`config.mk`:
```
export PLATFORM = sky130hd
export DESIGN_NAME = serial_link_cfg_apb_regs
export DESIGN_NICKNAME = d
export VERILOG_FILES = /design/src/rtl/serial_link_cfg_apb_regs.sv
export SDC_FILE = /design/constraint.sdc
export NUM_CORES = 1
export LEC_CHECK = 0
export ABC_AREA = 1
export CAP_MARGIN = 5
export CORE_ASPECT_RATIO = 0.7
export CORE_UTILIZATION = 34
export CTS_CLUSTER_DIAMETER = 80
export DETAILED_ROUTE_END_ITERATION = 8
export GPL_TIMING_DRIVEN = 0
export PLACE_DENSITY = 0.74
export SLEW_MARGIN = 20
export SYNTH_ARGS = -nofsm -noshare
export SYNTH_HDL_FRONTEND = slang
export SYNTH_SLANG_ARGS = --single-unit
```
`constraint.sdc`:
```
create_clock -name clk_i -period 1.5 [get_ports clk_i]
set_input_delay 0.375 -clock clk_i [delete_from_list [all_inputs] [get_ports clk_i]]
set_output_delay 0.375 -clock clk_i [all_outputs]
set_load 0.02 [all_outputs]
```
`src/rtl/serial_link_cfg_apb_regs.sv`:
```
`default_nettype none
// ---------------------------------------------------------------------------
// Module   : serial_link_cfg_apb_regs
// Purpose  : APB completer for serial link CTRL / ISOLATED / CLK_DIV registers.
//            Optional isolation watchdog: SERIAL_LINK_CFG_ISO_WATCHDOG_EN
// Revision : 1.0
// ---------------------------------------------------------------------------
module serial_link_cfg_apb_regs #(
  parameter int unsigned AddrWidth  = 32,
  parameter int unsigned DataWidth  = 32,
  parameter int unsigned WaitStates = 1,
  parameter int unsigned MaxClkDiv  = 1024,
  parameter int unsigned ClkDivRst  = 8,
  parameter int unsigned IsoTimeout = 256,
  localparam int unsigned ClkDivW   = $clog2(MaxClkDiv + 1)
) (
  input  logic                 clk_i,
  input  logic                 rst_ni,
  input  logic                 psel_i,
  input  logic                 penable_i,
  input  logic                 pwrite_i,
  input  logic [AddrWidth-1:0] paddr_i,
  input  logic [31:0]          pwdata_i,
  input  logic [3:0]           pstrb_i,
  output logic [31:0]          prdata_o,
  output logic                 pready_o,
  output logic                 pslverr_o,
  output logic                 clk_ena_o,
  output logic                 link_rst_no,
  output logic [1:0]           isolate_o,
  input  logic [1:0]           isolated_i,
  output logic [ClkDivW-1:0]   clk_div_o
);

  localparam int unsigned c_DivTopByte = (ClkDivW - 1) / 8;

  if (DataWidth != 32) begin : g_chk_dw
    $error("DataWidth must be 32");
  end
  if (AddrWidth < 4) begin : g_chk_aw
    $error("AddrWidth must be at least 4");
  end
  if (WaitStates > 15) begin : g_chk_ws
    $error("WaitStates must be in 0..15");
  end
  if ((ClkDivRst < 1) || (ClkDivRst > MaxClkDiv)) begin : g_chk_div
    $error("ClkDivRst must be in 1..MaxClkDiv");
  end
  if (IsoTimeout < 1) begin : g_chk_iso
    $error("IsoTimeout must be at least 1");
  end

  typedef enum logic [1:0] {
    ST_IDLE   = 2'd0,
    ST_ACCESS = 2'd1,
    ST_RESP   = 2'd2
  } state_e;

  state_e               state_q, state_d;
  logic [3:0]           cnt_q, cnt_d;
  logic [4:0]           w_cnt_inc;
  logic                 w_start_resp;

  logic [1:0]           ctrl_lo_q;
  logic [1:0]           iso_req_q;
  logic [ClkDivW-1:0]   clk_div_q;
  logic [1:0]           iso_q;
  logic [31:0]          prdata_q;
  logic                 pslverr_q;

  logic [31:0]          w_rdata;
  logic                 w_err;
  logic                 w_ctrl_we;
  logic                 w_div_we;
  logic [1:0]           w_iso_chg;
  logic [1:0]           w_iso_err;

  assign w_cnt_inc = {1'b0, cnt_q} + 5'd1;

  // The cycle in which IDLE sees psel&penable is the first access cycle, so
  // ACCESS lasts WaitStates cycles and zero wait states skips it entirely.
  always_comb begin
    state_d      = state_q;
    cnt_d        = cnt_q;
    w_start_resp = 1'b0;
    unique case (state_q)
      ST_IDLE: begin
        if (psel_i && penable_i) begin
          cnt_d = '0;
          if (WaitStates == 0) begin
            state_d      = ST_RESP;
            w_start_resp = 1'b1;
          end else begin
            state_d = ST_ACCESS;
          end
        end
      end
      ST_ACCESS: begin
        cnt_d = w_cnt_inc[3:0];
        if (!psel_i) begin
          state_d = ST_IDLE;
        end else if (w_cnt_inc == 5'(WaitStates)) begin
          state_d      = ST_RESP;
          w_start_resp = 1'b1;
        end
      end
      ST_RESP: begin
        state_d = ST_IDLE;
      end
      default: begin
        state_d = ST_IDLE;
      end
    endcase
  end

  always_comb begin
    w_rdata = '0;
    w_err   = 1'b0;
    unique case (paddr_i[3:2])
      2'd0: w_rdata = {22'b0, iso_req_q, 6'b0, ctrl_lo_q};
      2'd1: begin
        w_rdata = {22'b0, w_iso_err, 6'b0, iso_q};
        w_err   = pwrite_i;
      end
      2'd2: begin
        w_rdata = 32'(clk_div_q);
        w_err   = pwrite_i && ((pwdata_i == '0) || (pwdata_i > 32'(MaxClkDiv)));
      end
      default: w_err = 1'b1;
    endcase
  end

  assign w_ctrl_we = w_start_resp && pwrite_i && !w_err && (paddr_i[3:2] == 2'd0);
  assign w_div_we  = w_start_resp && pwrite_i && !w_err && (paddr_i[3:2] == 2'd2)
                   && (&pstrb_i[c_DivTopByte:0]);

  for (genvar k = 0; k < 2; k++) begin : g_iso_chg
    assign w_iso_chg[k] = w_ctrl_we && pstrb_i[1] && (pwdata_i[8+k] != iso_req_q[k]);
  end

  always_ff @(posedge clk_i or negedge rst_ni) begin
    if (!rst_ni) begin
      state_q   <= ST_IDLE;
      cnt_q     <= '0;
      ctrl_lo_q <= 2'b00;
      iso_req_q <= 2'b11;
      clk_div_q <= ClkDivW'(ClkDivRst);
      iso_q     <= 2'b00;
      prdata_q  <= '0;
      pslverr_q <= 1'b0;
    end else begin
      state_q   <= state_d;
      cnt_q     <= cnt_d;
      iso_q     <= isolated_i;
      pslverr_q <= w_start_resp && w_err;
      if (w_start_resp) begin
        prdata_q <= w_err ? 32'b0 : w_rdata;
      end
      if (w_ctrl_we) begin
        if (pstrb_i[0]) ctrl_lo_q <= pwdata_i[1:0];
        if (pstrb_i[1]) iso_req_q <= pwdata_i[9:8];
      end
      if (w_div_we) begin
        clk_div_q <= pwdata_i[ClkDivW-1:0];
      end
    end
  end

`ifdef SERIAL_LINK_CFG_ISO_WATCHDOG_EN
  localparam int unsigned c_WdW = $clog2(IsoTimeout + 1);

  for (genvar k = 0; k < 2; k++) begin : g_wdog
    logic [c_WdW-1:0] wd_q;
    logic             err_q;

    always_ff @(posedge clk_i or negedge rst_ni) begin
      if (!rst_ni) begin
        wd_q  <= '0;
        err_q <= 1'b0;
      end else if (w_iso_chg[k]) begin
        wd_q  <= '0;
        err_q <= 1'b0;
      end else if (iso_req_q[k] != isolated_i[k]) begin
        if (wd_q != c_WdW'(IsoTimeout)) wd_q <= wd_q + 1'b1;
        if (wd_q >= c_WdW'(IsoTimeout - 1)) err_q <= 1'b1;
      end else begin
        wd_q <= '0;
      end
    end

    assign w_iso_err[k] = err_q;
  end
`else
  assign w_iso_err = 2'b00;
`endif

  logic unused_ok;
  assign unused_ok = ^{paddr_i, pstrb_i, w_iso_chg};

  assign prdata_o    = prdata_q;
  assign pready_o    = (state_q == ST_RESP);
  assign pslverr_o   = pslverr_q;
  assign clk_ena_o   = ctrl_lo_q[0];
  assign link_rst_no = ctrl_lo_q[1];
  assign isolate_o   = iso_req_q;
  assign clk_div_o   = clk_div_q;

endmodule
`default_nettype wire

```
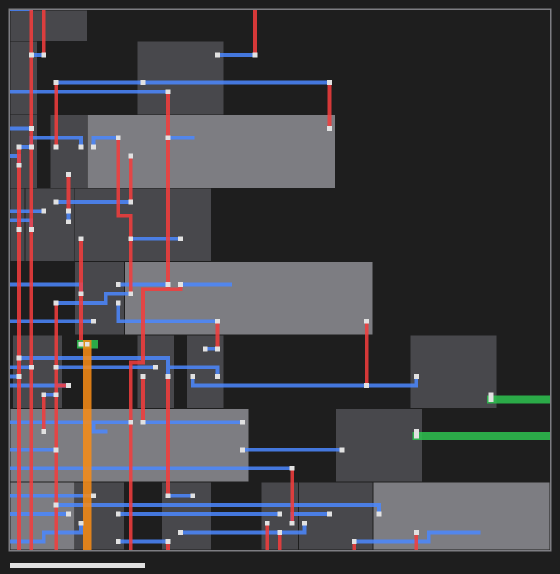
Figure 1: run 1, zoomed window.
Bar = 5 um. Region (62, 41) to (82, 61) um. Cells in gray, sequential cells in the stronger gray; small squares are vias.
Orange shows metal 4. Blue shows metal 1. Red shows metal 2. Green shows metal 3.
19 logic cells have their middle in the window. Netlist names of flops here include prdata_o (3), pslverr_o (1). Most frequent: nand2_1 (5), o21ai_1 (4), dfrtp_1 (4). Sequential cells in the window: 4.

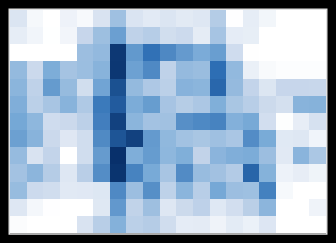
Figure 2: run 1, wiring heat map.
19 x 13 tiles, from white (low) to dark blue (high), scaled to the fullest tile. Values are wire area over tile area, all layers added.
The emptiest ninth of the die: north-east. The densest ninth of the die: center. 18% of the tiles are over half the peak. The mean over all tiles is 0.13.

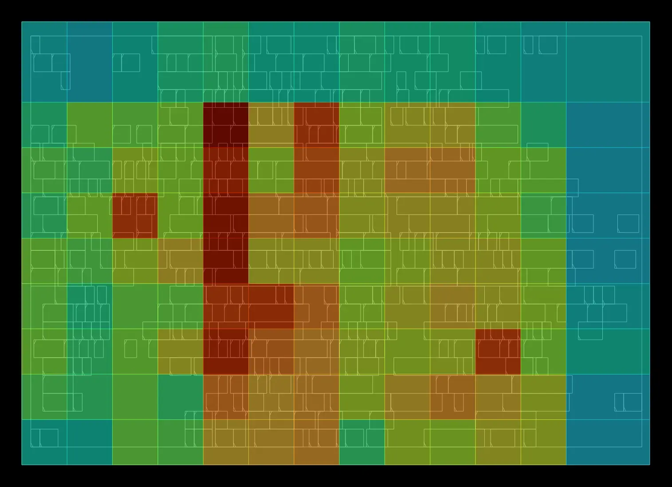
Figure 3: run 1, routing congestion map.
GRT Overall Usage: 0.1772
GRT met3 Usage: 0.04392
grt peak-use layer: met2

==> CHANGELOG.md, run 1 <==
## Implementation

* RR Startpoint: cnt_q[0]
* Met1 Usage GRT at 0.2123
* Total chip power at 3308 uW
* PnR worst setup slack at -239.3 ps
* Min-Delay Startpoint: pwdata_i[0]
* CTS Hold Bufs at 1
* Count of final hold-check violations at 0
* Tmin final at 1739 ps
* CTS tree: yes
* Min Hold Slack at 364.2 ps
* # nets final at 451
* Max Root-Sink Buffers at 2
* Max IR drop VDD at 0.3423 mV
* Area share, top type at 0.3848
* # DRC at 0
* Area Growth Syn to Fin at 63.74%
* DIE WIDTH at 95.50 um
* I/O Buffers at 70
* HP Class: primary input to flop
* CP Launch Type: primary input
* CTS sink cnt at 35
* RePlAce Congestion at 0.7565
* Post-layout util at 0.5861
* Worst-path fanout max at 5
* Synth top cells by count: nand2_1, dfrtp_1, inv_1, nor2_1, buf_4
* Chip area at 6441 sq um
* Distinct lib cells used at 33
* Post-layout period usage of the worst path at 1.160
* Slowest stage delay, CP at 400 ps
* # Cells Yosys at 258
* Global-route wire length before repair at 8445 um
* Worst Reg-to-Reg Cells at 11
* Ports at 124
* Mapped cell area at 2081 sq um
* H-Tree Level Count at 2
* Crit path kind: primary input to flop
* Initial DRT Pass Iterations at 4
* Routed wl met3 at 404 um
* Synth Area per Inst at 8.065 sq um
* Avg WL per Cell at 11.66 um
* Failing checks: setup timing
* Latency at later pin at 280 ps
* RSZ-0062 raised after global routing: true
* PostCTS Resize Cnt at 91
* Antenna cells at 0
* Vias per cell at 4.222
* Fmax at 575.0 MHz
* Layout cell share with drive strength beyond 1 at 0.3707
* Via count at 1900
* Syn Inst Count at 258
* Drt first-iter violations at 69
* DRT Wirelength at 5247 um
* Pwr per Cell Area at 970.9 nW/um^2
* Crit path DAT at 1960 ps
* Fin area at 3407 sq um
* Hold Path Sink: ctrl_lo_q[0]
* Placed Instances at 424
* Commonest Layout Cell: nand2_1
* Routed length on met1 at 2150 um
* Metal2 WL at 2602 um
* Root Buffer: clkbuf_8
* Antenna violations before repair at 0
* Total CTS buffers at 5
* Placed Instance Area at 2973 sq um
* LEAKAGE at 0.001817 uW
* CP cell instances: clkdlybuf4s50_1 -> nor2_1 -> nand4_1 -> nor2_2 -> nand3_4 -> nand2_4 -> nand4_4 -> buf_12 -> buf_8 -> nand2_2 -> inv_2 -> nor2_2
* Yosys top cell by area: dfrtp_1
* Post-synth EDFFs at 0
* # fillers at 538
* Final slew viol count at 0
* Largest net degree at the start of global routing at 29
* Synth warn at 0
* Post-route insts no fill at 450
* Internal reg-to-reg setup slack at -220 ps
* Clock transition at path regs at 70 ps
* Setup_tns at -4931 ps
* Yosys stat chip area at 2081 sq um
* Setup WS pre-CTS at -658.9 ps
* Crit path DRT at 1730 ps
* Synth area leaders: dfrtp_1, nand2_1, buf_4
* Remaining antenna violation count after routing at 0
* Grt met2 use at 0.3071
* Crit path max-delay family: simple AND/OR/NAND/NOR gates
* Seq cells post-synth at 35
* Outcome: complete, but fails checks
* Most frequent cell after synthesis: nand2_1
* Final setup viols at 27
* Crit. End Element: flop
* Grt total ovfl at 0
* Worst clock skew at 4.649 ps
* Max Cap Viol at 0
* FP Util at 0.3579
* Dominant register cell: dfrtp_1
* Number of global-route vias before repair at 1819
* FFs w/ async S/R, synth at 1.000
-- run 1: worst max path at each step --
stage,from,to,slack (ps),depth (start not counted)
5_1_grt,pwdata_i[17],clk_div_o[3],-310,12
2_1_floorplan,cnt_q[1],clk_div_o[9],-50,8
6_report,pwdata_i[17],clk_div_o[3],-240,12
3_3_place_gp,rst_ni,prdata_o[3],-720,1
4_1_cts,cnt_q[0],clk_div_o[2],-260,9
3_5_place_dp,pwdata_i[1],clk_div_o[0],-660,12
-- run 1: registers in the layout, indices dropped and copies added, names as in the netlist --
register,cells
isolate_o,2
cnt_q,4
pslverr_o,1
ctrl_lo_q,2
state_q,2
prdata_o,11
iso_q,2
clk_div_o,11
-- run 1: worst register-to-register path, delay by kind of cell, from the launching register on --
family,cells,cell delay (ps)
flops,1,440
fa+ha+maj,1,140
simple gates,6,650
buf+inv,4,430
-- run 1: area by class of cell --
class,instances,area (sq um),area share
multi-input cells,174,1087,0.3191
flip-flops and latches,35,882.1,0.2589
repair buffers,89,872.1,0.2560
plain buffers,24,197.7,0.05802
inverters,45,173.9,0.05105
clock buffers,8,100.1,0.02938
well taps,75,93.84,0.02754
-- run 1: kinds of logic (layout without fill, tap and decap cells) --
logic type | Yosys count | count (layout) | synth area share
AND-OR/OR-AND | 23 | 23 | 0.06194
XOR/XNOR | 2 | 2 | 0.01203
adder cells (fa/ha/maj) | 2 | 2 | 0.01202
buffers and inverters | 69 | 166 | 0.1696
flip-flops | 35 | 35 | 0.4227
other | 1 | 21 | 0.001802
AND/OR/NAND/NOR | 126 | 126 | 0.3199
-- run 1: power by group --
part           internal, uW  switching (uW)  leakage, uW
sequential             1140             152     0.000410
combinational           567             695      0.00136
clock                   419             330    0.0000515
total                  2130            1180      0.00182
==> inputs of run 2 (changes only) <==
--- a/config.mk
+++ b/config.mk
@@ -13,6 +13,7 @@
 export DETAILED_ROUTE_END_ITERATION = 8
 export GPL_TIMING_DRIVEN = 0
 export PLACE_DENSITY = 0.74
+export REMOVE_ABC_BUFFERS = 1
 export SLEW_MARGIN = 20
 export SYNTH_ARGS = -nofsm -noshare
 export SYNTH_HDL_FRONTEND = slang
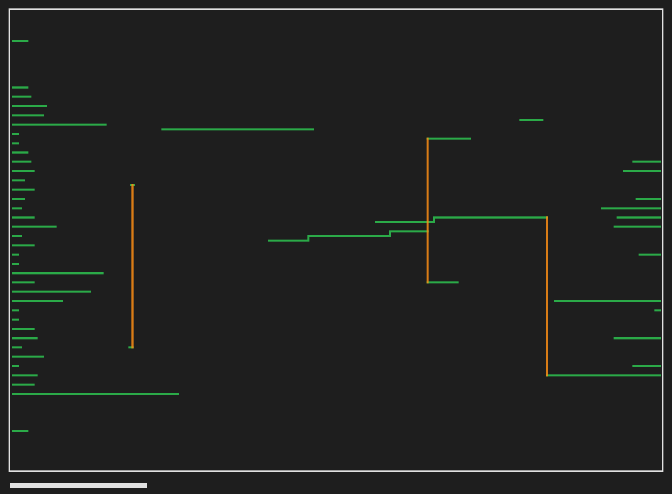
Figure 4: run 2, signal wires by layer.
Bar = 20 um. Two of the layers only.
Green shows metal 3, wire length 309 um. Orange shows metal 4, wire length 68.0 um.

==> run 2 against run 1 <==
  * The run still ends with setup timing left
  * Power fell by 5.8%
  * Cell area is 8.4% lower
  * Clock power down 15%
  * Non-clock buffer count down 25
  * Core utilization decreased by 5.0 points
  * Sequential share of layout area rose by 2.3 points
  * Worst setup slack improved by 23 ps
  * Combinational power is 6% lower
  * Wire length fell by 2.7%
  * First-iteration DRC count fell by 12%
  * Clock skew is 3.8 ps higher
  * Worst hold slack worse by 43 ps
  * Critical path type is now flop to flop
==> CHANGELOG.md, run 2 <==
## Implementation

* Total CTS buffers at 5 (unchanged)
* Count of final hold-check violations at 0 (unchanged)
* Remaining antenna violation count after routing at 0 (unchanged)
* Post-synth EDFFs at 0 (unchanged)
* Area share, top type at 0.3848 (unchanged)
* CTS sink cnt at 35 (unchanged)
* Critical Path Source: cnt_q[1]
* Global-route wire length before repair at 8107 um (-4.0%)
* Outcome: complete, but fails checks
* Comb. cell area at 1111 sq um (+2.2%)
* Area Growth Syn to Fin at 49.91%
* Latency at later pin at 280 ps (about the same)
* FFs w/ async S/R, synth at 1.000 (unchanged)
* GRT Overall Usage at 0.1701 (-0.007168)
* Grt total ovfl at 0 (unchanged)
* RSZ-0062 raised after global routing: true
* I/O Buffers at 70 (unchanged)
* Clock transition at path regs at 70 ps (about the same)
* Avg WL per Cell at 11.96 um (+2.5%)
* CP Launch Type: flop
* Yosys top cell by area: dfrtp_1
* Register area at 880.8 sq um (-0.14%)
* Root Buffer: clkbuf_8
* Min Hold Slack at 320.9 ps (-43.31 ps)
* Crit path kind: flop to flop
* CTS Hold Bufs at 1 (unchanged)
* Number of global-route vias before repair at 1786 (-1.8%)
* Final setup viols at 27 (unchanged)
* Crit path DAT at 1920 ps (-40 ps)
* Max Cap Viol at 0 (unchanged)
* Distinct lib cells used at 33 (unchanged)
* Max Root-Sink Buffers at 2 (unchanged)
* Synth top cells by count: nand2_1, dfrtp_1, inv_1, nor2_1, buf_4
* Post-layout period usage of the worst path at 1.144 (-0.01550)
* Internal reg-to-reg setup slack at -220 ps (about the same)
* Synth warn at 0 (unchanged)
* Worst Reg-to-Reg Cells at 6 (-5)
* Most frequent cell after synthesis: nand2_1
* Cell count of the worst hold path at 3
* RR Startpoint: cnt_q[1]
* Mapped cell area at 2081 sq um (unchanged)
* Worst clock skew at 8.424 ps (+3.776 ps)
* HP Class: primary input to flop
* Final slew viol count at 0 (unchanged)
* Synth Area per Inst at 8.065 sq um (unchanged)
* Syn Inst Count at 258 (unchanged)
* Failing checks: setup timing
* Drt first-iter violations at 61 (-12%)
* LEAKAGE at 0.001579 uW (-13%)
* RePlAce Congestion at 0.7953 (+5.1%)
* Yosys stat chip area at 2081 sq um (unchanged)
* # Cells Yosys at 258 (unchanged)
* Chip area at 6441 sq um (unchanged)
* Ports at 124 (unchanged)
* Hold Path Sink: clk_div_o[4]
* Crit. End Element: flop
* Antenna cells at 0 (unchanged)
* Pwr per Cell Area at 998.9 nW/um^2 (+2.9%)
* Fmax at 582.7 MHz (+1.4%)
* DIE WIDTH at 95.50 um (unchanged)
* Dominant register cell: dfrtp_1
* PnR worst setup slack at -216.0 ps (+23.25 ps)
* # nets final at 428 (-5.1%)
* Total chip power at 3116 uW (-5.8%)
* Largest net degree at the start of global routing at 32 (+10%)
* Synth area leaders: dfrtp_1, nand2_1, buf_4
* Antenna violations before repair at 0 (unchanged)
* DRT Wirelength at 5105 um (-2.7%)
* Min-Delay Startpoint: pwdata_i[4]
* # fillers at 585 (+8.7%)
* PostCTS Resize Cnt at 156 (+71%)
* Commonest Layout Cell: nand2_1
* # DRC at 0 (unchanged)
* Layout cell share with drive strength beyond 1 at 0.3295 (-0.04112)
* Initial DRT Pass Iterations at 4 (unchanged)
* CTS tree: yes
* Most common logic cells in the final layout: nand2_1, dfrtp_1, inv_1, dlygate4sd2_1, conb_1
* H-Tree Level Count at 2 (unchanged)
* Vias per cell at 4.337 (+2.7%)
* Crit path to: prdata_o[7]
* Seq cells post-synth at 35 (unchanged)
* Max IR drop VDD at 0.3467 mV (+1.3%)
* Final HPWL DP at 3565 um
* Post-layout util at 0.5366 (-0.04950)
* Crit path DRT at 1700 ps (-30 ps)
* Via count at 1852 (-2.5%)
* Tmin final at 1716 ps (-23.25 ps)
[run 2: cell counts after synthesis]
Identical to the previous run, type by type.
[run 2: metrics by stage]
| stage | setup TNS, ps | cell area [sq um] | worst slack [ps] | instances |
|---|---|---|---|---|
| floorplan | -4662 | 1972 | -358.4 | 254 |
| global placement | -42270 | 2766 | -868.1 | 399 |
| detailed placement | -17750 | 2781 | -890.5 | 400 |
| CTS | -3741 | 3073 | -226.0 | 425 |
| global route | -6520 | 3119 | -298.3 | 427 |
| finish | -4186 | 3119 | -216.0 | 427 |
[run 2: kinds of logic after synthesis]
family / Yosys count / share of synthesized area
other: 1 / 0.001802
flip-flops: 35 / 0.4227
buffers and inverters: 69 / 0.1696
AND-OR/OR-AND: 23 / 0.06194
XOR/XNOR: 2 / 0.01203
adder cells (fa/ha/maj): 2 / 0.01202
AND/OR/NAND/NOR: 126 / 0.3199
[run 2: routing by layer]
layer / part of all wire / GRT usage / vias up
met5: 0 / 0 / -
met4: 0.013 / 0.05597 / 0
met3: 0.060 / 0.05068 / 7
met2: 0.50 / 0.3045 / 58
met1: 0.43 / 0.1958 / 849
li1: - / - / 938
[run 2: cell type report]
type,instances,share of cell area
flip-flops and latches,35,0.2824
well taps,75,0.03008
inverters,45,0.05415
clock buffers,8,0.02567
multi-input cells,176,0.3562
repair buffers,88,0.2515
[run 2: report_power, final]
part	switching, uW	leakage [uW]	internal (uW)
clock network	309	0.0000395	330
logic	688	0.00113	503
registers	143	0.000411	1140
[run 2: worst max-delay path, stage by stage (launching register included)]
cell,delay [ps]
dfrtp_1,440
ha_4,200
xnor2_4,200
nand3b_4,130
inv_2,160
nand4_2,270
o21ai_1,230
Power is estimated from default activity; no workload was simulated.
